Run 1, selected gate families:
Scale: 3 px per um.
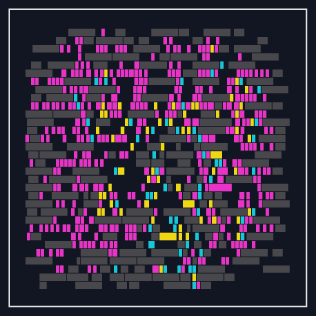
Run 1, routing congestion:
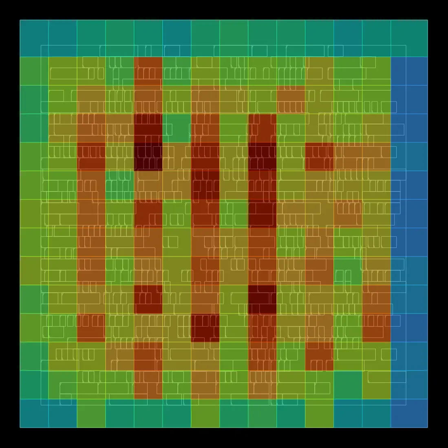
Run 1, register map, names as in the netlist:
Scale: 3 px per um. Other sequential cells in the stronger grey, the rest of the logic in the fainter grey.
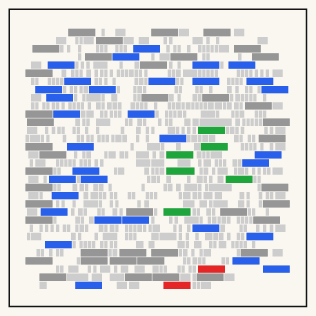
Run 1, a small window of the routed layout:
Region (37, 17) to (62, 42) um. Cells in grey, sequential cells in the stronger grey; small squares are vias.
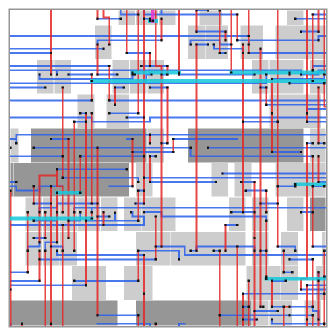
**src/rtl/calc_serial_rx.sv**
```systemverilog
// Serial word receiver for the calculator transmitter: collects BEATS beats of OUTSIZE bits
// MSB-first into a 32-bit word. Optional input synchroniser enabled by macro CALC_RX_SYNC_EN.
module calc_serial_rx #(
    parameter int unsigned OUTSIZE = 1
) (
    input  logic               clk,
    input  logic               Reset,
    input  logic               ClkTx,
    input  logic               DOutValid,
    input  logic [OUTSIZE-1:0] DataOut,
    output logic [31:0]        RxData,
    output logic               RxValid,
    output logic               Busy,
    output logic               FrameErr
);

    localparam int unsigned BEATS = 32 / OUTSIZE;
    localparam int unsigned CW = $clog2(BEATS) + 1;
    localparam logic [CW-1:0] LAST_BEAT = CW'(BEATS - 1);

    typedef enum logic [1:0] {StIdle, StShift, StDone} state_e;

    logic [OUTSIZE+1:0] in_bus;

`ifdef CALC_RX_SYNC_EN
    localparam int unsigned STAGES = 3;
    logic [OUTSIZE+1:0] sync1, sync2;

    always_ff @(posedge clk or negedge Reset) begin
        if (!Reset) begin
            sync1 <= '0;
            sync2 <= '0;
        end else begin
            sync1 <= {ClkTx, DOutValid, DataOut};
            sync2 <= sync1;
        end
    end

    assign in_bus = sync2;
`else
    localparam int unsigned STAGES = 1;
    assign in_bus = {ClkTx, DOutValid, DataOut};
`endif

    logic               clktx_s, valid_s, clktx_q;
    logic [OUTSIZE-1:0] data_s;
    logic [STAGES-1:0]  fill;
    logic               armed;
    logic               beat;

    // fill marks when the sample stage holds real input rather than reset zeros; a beat is only
    // honoured once a genuine low phase of ClkTx has been seen.
    always_ff @(posedge clk or negedge Reset) begin
        if (!Reset) begin
            clktx_s <= 1'b0;
            valid_s <= 1'b0;
            data_s  <= '0;
            clktx_q <= 1'b0;
            fill    <= '0;
            armed   <= 1'b0;
        end else begin
            {clktx_s, valid_s, data_s} <= in_bus;
            clktx_q <= clktx_s;
            fill    <= STAGES'({fill, 1'b1});
            armed   <= armed | (fill[STAGES-1] & ~clktx_s);
        end
    end

    assign beat = clktx_s & ~clktx_q & armed;

    state_e          state;
    logic [CW-1:0]   beat_cnt;
    logic [31:0]     shreg;
    logic [31:0]     word_next;
    logic [4:0]      pos;

    assign pos = 5'(31 - int'(beat_cnt) * int'(OUTSIZE));

    always_comb begin
        word_next = (state == StIdle) ? 32'h0 : shreg;
        word_next[pos -: OUTSIZE] = data_s;
    end

    always_ff @(posedge clk or negedge Reset) begin
        if (!Reset) begin
            state    <= StIdle;
            beat_cnt <= '0;
            shreg    <= '0;
            RxData   <= '0;
            RxValid  <= 1'b0;
            Busy     <= 1'b0;
            FrameErr <= 1'b0;
        end else begin
            RxValid  <= 1'b0;
            FrameErr <= 1'b0;
            case (state)
                StIdle: begin
                    if (beat && valid_s) begin
                        shreg <= word_next;
                        if (BEATS == 1) begin
                            state   <= StDone;
                            RxData  <= word_next;
                            RxValid <= 1'b1;
                        end else begin
                            state    <= StShift;
                            beat_cnt <= CW'(1);
                            Busy     <= 1'b1;
                        end
                    end
                end
                StShift: begin
                    if (!valid_s) begin
                        state    <= StIdle;
                        beat_cnt <= '0;
                        shreg    <= '0;
                        Busy     <= 1'b0;
                        FrameErr <= 1'b1;
                    end else if (beat) begin
                        shreg <= word_next;
                        if (beat_cnt == LAST_BEAT) begin
                            state    <= StDone;
                            beat_cnt <= '0;
                            RxData   <= word_next;
                            RxValid  <= 1'b1;
                            Busy     <= 1'b0;
                        end else begin
                            beat_cnt <= beat_cnt + CW'(1);
                        end
                    end
                end
                StDone:  state <= StIdle;
                default: state <= StIdle;
            endcase
        end
    end

endmodule

```
**config.mk**
```make
export PLATFORM = sky130hd
export DESIGN_NAME = calc_serial_rx
export DESIGN_NICKNAME = d
export VERILOG_FILES = /design/src/rtl/calc_serial_rx.sv
export SDC_FILE = /design/constraint.sdc
export NUM_CORES = 1
export LEC_CHECK = 0
export ABC_AREA = 1
export CORE_MARGIN = 5
export CORE_UTILIZATION = 55
export CTS_CLUSTER_DIAMETER = 120
export DETAILED_ROUTE_END_ITERATION = 10
export PLACE_DENSITY = 0.77
export REMOVE_ABC_BUFFERS = 1
export SLEW_MARGIN = 20
export SYNTH_ARGS = -nofsm -noshare
export SYNTH_HDL_FRONTEND = slang
export SYNTH_SLANG_ARGS = --single-unit
```
**constraint.sdc**
```tcl
create_clock -name clk -period 2.4 [get_ports clk]
set_input_delay 0.48 -clock clk [delete_from_list [all_inputs] [get_ports clk]]
set_output_delay 0.48 -clock clk [all_outputs]
set_load 0.01 [all_outputs]
```
==> out/qor.csv, run 1 <==
stage;metric;value;unit
floorplan;Row Count;32;
placed_design;Area after DPL;4770;um2
layout;nets;655;
synthesis;Mean Syn Cell Area;7.13;um2
critical_path;Worst R2R Setup Slack;0.25;ns
critical_path;critical path class;reg -> reg;
route;WL met1;4.82;mm
route;met3 wire len;480;um
timing;post-layout minimum cycle time;2.15;ns
route;ANT nets after route;0;
placed_design;hpwl dp;7.04;mm
run;count of tool warnings;29;
clock_tree;clk sinks;81;
synthesis;Yosys top cell area share;0.469;
status;status;complete, no violations;
synthesis;yosys synthesis chip area;4320;um2
synthesis;Netlist cell types;30;
clock_tree;CTS tree;built;
route;drt first pass iters;8;
run;max-cap viol count;0;
clock_tree;htree depth;3;
route;vias per inst;5.10;
synthesis;Yosys Warn Count;0;
route;DR WL/cell;13.7;um
critical_path;Critical Path AT;2.45;ns
route;met2 routed WL;4.78;mm
critical_path;RR Startpoint;beat_cnt[0]$_DFFE_PN0P_;
route;post-route DRC violation count;0;
synthesis;top cells by count;nand2_1 (293), dfrtp_1 (81), nor2_1 (55);
critical_path;cell mode on critical path;nand2_1;
clock_tree;clk slew on worst S/H paths;0.09;ns
layout;Syn-to-layout area delta;15.3;%
synthesis;Post-Synthesis Cells;606;
synthesis;flip-flops with a built-in enable;0;
floorplan;Core ar.;7690;um2
global_routing;GRT met2 Usage;0.379;
power;peak supply drop;0.000387;V
critical_path;R2R depth;10;
synthesis;top cells by area;dfrtp_1 (47%), nand2_1 (25%), nand3_1 (6.3%);
critical_path;Setup crit end kind;flip-flop;
power;Pleak;0.00270;uW
power;P per Cell Area;703;nW/um2
timing;final period utilization;0.897;
critical_path;worst stage delay on the critical path;0.45;ns
route;DR vias;3835;
synthesis;Synth Cell Area;4320;um2
layout;share of layout cells above drive strength 1;0.0677;
placed_design;RD Place Congestion;0.925;
synthesis;Commonest flop;dfrtp_1;
critical_path;Req. time, crit path;2.70;ns
synthesis;ys flops;81;
placed_design;Port Buffer Count;39;
layout;Final Cell Area;4980;um2
clock_tree;post-CTS setup buffer count;0;
global_routing;largest net degree at the start of global routing;43;
floorplan;num ports;40;
synthesis;yosys stat cell total;606;
clock_tree;total CTS buffers;9;
critical_path;Reg-to-Reg End;shreg[11]$_DFFE_PN0P_;
clock_tree;CTS Buffer Depth;2;
critical_path;crit path from;beat_cnt[0]$_DFFE_PN0P_;
timing;Final TNS setup;0;ns
route;highest metal used;met4;
timing;clk_skew;0.0122;ns
layout;Top Layout Cells;nand2_1 (293), dfrtp_1 (80), nor2_1 (55);
clock_tree;CTS Hold Bufs;0;
min_path;hold crit path type;in -> async;
global_routing;first-pass GRT wire length;18.4;mm
## Picture notes: 'selected gate families'
[NAND gates] magenta | cells: 360
[inverters] cyan | cells: 54
[NOR gates] yellow | cells: 62

## Picture notes: 'routing congestion'
GRT Resource Usage Total: 0.232
GR Util met1: 0.315
GR Util met3: 0.0318
Final Core Density: 0.648

## Picture notes: 'register map, names as in the netlist'
[state] red | flops: 2
[beat_cnt] green | flops: 6
[shreg] blue | flops: 32 | where: widely spread
not coloured: 41

## Picture notes: 'a small window of the routed layout'
[met2] red
[met4] magenta
[met1] blue
[met3] cyan
cells with their middle in the window: 52
sequential cells in the window: 5
most frequent: nand2_1 (15), inv_1 (7), nor2_1 (6)

-- run 1: stage by stage --
| stage | total power, uW | worst slack (ns) | hold WS, ns | instances | utilization |
|---|---|---|---|---|---|
| finish | 3500 | 0.248 | 0.103 | 752 | 0.648 |
| global route | 3710 | 0.0924 | 0.132 | 752 | 0.648 |
| CTS | 3500 | 0.209 | 0.114 | 752 | 0.648 |
| detailed placement | 2460 | 0.227 | 0.398 | 736 | 0.621 |
| global placement | 2440 | 0.270 | 0.391 | 736 | 0.621 |
| floorplan | 2080 | 0.182 | 0.184 | 582 | - |
-- run 1: state kept, by name, indices dropped and copies added (netlist names) --
name and flops:
clktx_q 1, RxData 32, armed 1, fill 1
RxValid 1, FrameErr 1, state 2, clktx_s 1
Busy 1, valid_s 1, beat_cnt 6, data_s 1
shreg 32
-- run 1: power by group --
group | internal, uW | total (uW) | switching, uW
registers | 1410 | 1460 | 53.2
logic | 258 | 983 | 725
clock network | 539 | 1050 | 515
-- run 1: logic make-up (layout without fill, tap and decap cells) --
group           count (synthesis)  count (layout)  share of synthesized area
compound gates                 19              19                     0.0258
fa+ha+maj                       5               5                     0.0145
buf+inv                        78             122                     0.0872
flops                          81              81                      0.469
other cells                     1               1                   0.000868
simple gates                  422             422                      0.402
-- run 1: critical path, delay by kind of cell, from the launching register on --
kind	cells	cell delay [ns]
simple gates	6	0.88
buf+inv	3	0.38
flops	1	0.45
fa+ha+maj	1	0.37
-- run 1: cell type report --
class / count / area, um2
clock buffer: 12 / 155
clock inverter: 4 / 51.3
fill: 711 / 2710
inverter: 54 / 205
multi-input combinational: 447 / 1910
sequential: 81 / 2030
tap: 102 / 128
timing repair buffer: 52 / 498
Run 1, pin placement:
Scale: 4 px per um. Pins as bars across the die edge, other pins in grey.
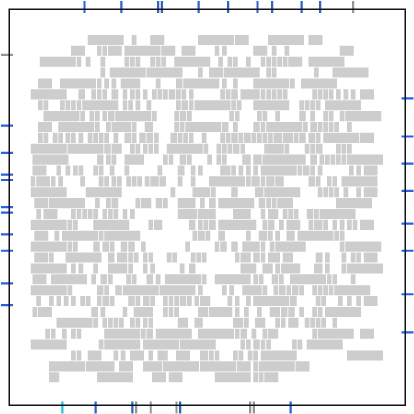

==> inputs of run 2 (changes only) <==
- CORE_MARGIN: 5 -> 2
Run 2, pin placement:
Scale: 4 px per um. Pins as bars across the die edge, other pins in grey.
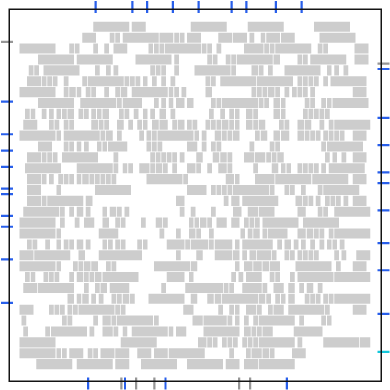
[RxData] blue | pins: 32 | direction: output | edge: 10 left, 9 right, 9 top, 4 bottom
[Reset] cyan | pins: 1 | direction: input | edge: right
all pins by edge: 11 right, 11 left, 9 bottom, 9 top
die width: 92.6 um
Port Buffer Count: 39

==> run 2 against run 1 <==
Effect of this change: total power is 3.3% lower; first-iteration DRC count is 5.4% lower; setup slack better by 0.037 ns; non-clock buffer count is 1 lower; register-to-register slack better by 0.04 ns; die area is 12% lower; clock skew hardly changed; clock power is about 10% lower; maximum frequency is 1.7% higher; critical endpoint is now RxData[8]$_DFFE_PN0P_; highest routed layer unchanged.
==> out/qor.csv, run 2 <==
stage;metric;value;unit;change
critical_path;CP top delay family;simple AND/OR/NAND/NOR gates;;
critical_path;worst stage delay on the critical path;0.45;ns;about the same
power;peak supply drop;0.000365;V;-5.7%
power;logic gate share of total power;0.290;;+0.009
synthesis;Post-Synthesis Cells;606;;unchanged
timing;post-layout minimum cycle time;2.11;ns;-0.0370 ns
synthesis;Yosys Warn Count;0;;unchanged
route;DR vias;3788;;-1.2%
global_routing;GRT Resource Usage Total;0.253;;+0.0217
layout;Final Cell Area;4940;um2;-0.85%
status;status;complete, no violations;;
min_path;hold crit path type;in -> async;;
critical_path;CP Cell Sequence;inv_1 > ha_1 > nor2_1 > inv_1 > nor2_1 > nand2_1 > nor2_1 > nand3_1 > nand3_1 > nand2_1;;
layout;Syn-to-layout area delta;14.3;%;
clock_tree;CTS Buffer Depth;2;;unchanged
route;DR WL/cell;13.2;um;-3.3%
run;max-cap viol count;0;;unchanged
layout;Top Layout Cells;nand2_1 (293), dfrtp_1 (80), nor2_1 (55);;
run;count of tool warnings;29;;unchanged
critical_path;cell mode on critical path;nor2_1;;
clock_tree;htree depth;3;;unchanged
critical_path;Req. time, crit path;2.65;ns;-0.05 ns
critical_path;Setup crit end kind;flip-flop;;
critical_path;critical path class;reg -> reg;;
placed_design;pre-CTS setup slack;0.235;ns;+0.00734 ns
power;P per Cell Area;686;nW/um2;-2.5%
placed_design;Inst Count DP;735;;-0.14%
route;vias per inst;5.06;;-0.70%
synthesis;ys flops;81;;unchanged
placed_design;RD Place Congestion;0.949;;+2.6%
timing;Worst Slack Setup Final;0.285;ns;+0.0370 ns
synthesis;flip-flops with a built-in enable;0;;unchanged
floorplan;Core ar.;7650;um2;-0.52%
placed_design;Area after DPL;4760;um2;-0.16%
timing;clk_skew;0.0120;ns;-0.000159 ns
power;Pleak;0.00268;uW;-0.74%
timing;hold slack;0.0886;ns;-0.0144 ns
floorplan;num ports;40;;unchanged
synthesis;Commonest flop;dfrtp_1;;
synthesis;Netlist cell types;30;;unchanged
placed_design;hpwl dp;6.75;mm;-4.2%
synthesis;top cells by area;dfrtp_1 (47%), nand2_1 (25%), nand3_1 (6.3%);;
layout;nets;654;;-0.15%
power;internal cell power;2130;uW;-3.5%
power;clock network fraction of design power;0.278;;-0.023
power;Switching Fraction;0.371;;+0.00138
synthesis;Yosys top cell area share;0.469;;unchanged
route;drt first pass iters;6;;-2
timing;Final TNS setup;0;ns;unchanged
critical_path;Critical Path AT;2.36;ns;-0.09 ns
power;Total Power;3390;uW;-3.3%
power;Psw;1260;uW;-3.0%
clock_tree;CTS Hold Bufs;0;;unchanged
clock_tree;CTS tree;built;;
synthesis;top cells by count;nand2_1 (293), dfrtp_1 (81), nor2_1 (55);;
synthesis;yosys stat cell total;606;;unchanged
global_routing;largest net degree at the start of global routing;43;;unchanged
critical_path;Worst R2R Setup Slack;0.29;ns;+0.04 ns
layout;share of layout cells above drive strength 1;0.0635;;-0.00422
clock_tree;clk slew on worst S/H paths;0.08;ns;about the same
layout;Final Core Density;0.646;;-0.00217
run 2: cell count changes in the layout (fill, tap and decap cells not counted), sizes merged:
cell,change
clkbuf,-3
buf,-1
run 2: power by group through the flow:
| stage | clock [uW] | combinational, uW | sequential (uW) |
|---|---|---|---|
| finish | 941 | 980 | 1460 |
| global route | 1000 | 1100 | 1480 |
| CTS | 958 | 964 | 1460 |
| detailed placement | 0 | 961 | 1490 |
| global placement | 0 | 972 | 1490 |
| floorplan | 0 | 592 | 1480 |
run 2: cell type report:
class	instances	area [um2]
fillers	667	2710
flip-flops and latches	81	2030
multi-input cells	447	1910
repair buffers	51	490
inverters	54	205
well taps	102	128
clock buffers	9	124
clock inverters	4	47.5
run 2: routing by layer:
metal	track usage	routed length, um	vias up	part of all wire
li1	-	-	1924	-
met1	0.357	4920	1764	0.50
met2	0.406	4460	86	0.45
met3	0.0334	360	14	0.036
met4	0.0858	142	0	0.014
met5	0	0	-	0
run 2: worst paths after layout:
check,from,end,cells past startpoint
worst max-delay path,beat_cnt[0]$_DFFE_PN0P_,RxData[8]$_DFFE_PN0P_,10
worst min-delay path,Reset,shreg[12]$_DFFE_PN0P_,1
worst max register to register,beat_cnt[0]$_DFFE_PN0P_,RxData[8]$_DFFE_PN0P_,10
worst min register to register,clktx_s$_DFF_PN0_,clktx_q$_DFF_PN0_,0
max in group asynchronous,Reset,RxData[21]$_DFFE_PN0P_,2
min in group clk,clktx_s$_DFF_PN0_,clktx_q$_DFF_PN0_,0
run 2: repair_timing:
item	4_1_cts	5_1_grt
buffers inserted	0	0
hold endpoints to repair	0	0
setup endpoints to repair	0	6
resized	0	1
run 2: logic make-up after synthesis:
group,share of synthesized area
other cells,0.000868
buf+inv,0.0872
compound gates,0.0258
simple gates,0.402
flops,0.469
fa+ha+maj,0.0145
Power and IR drop assume default switching activity.
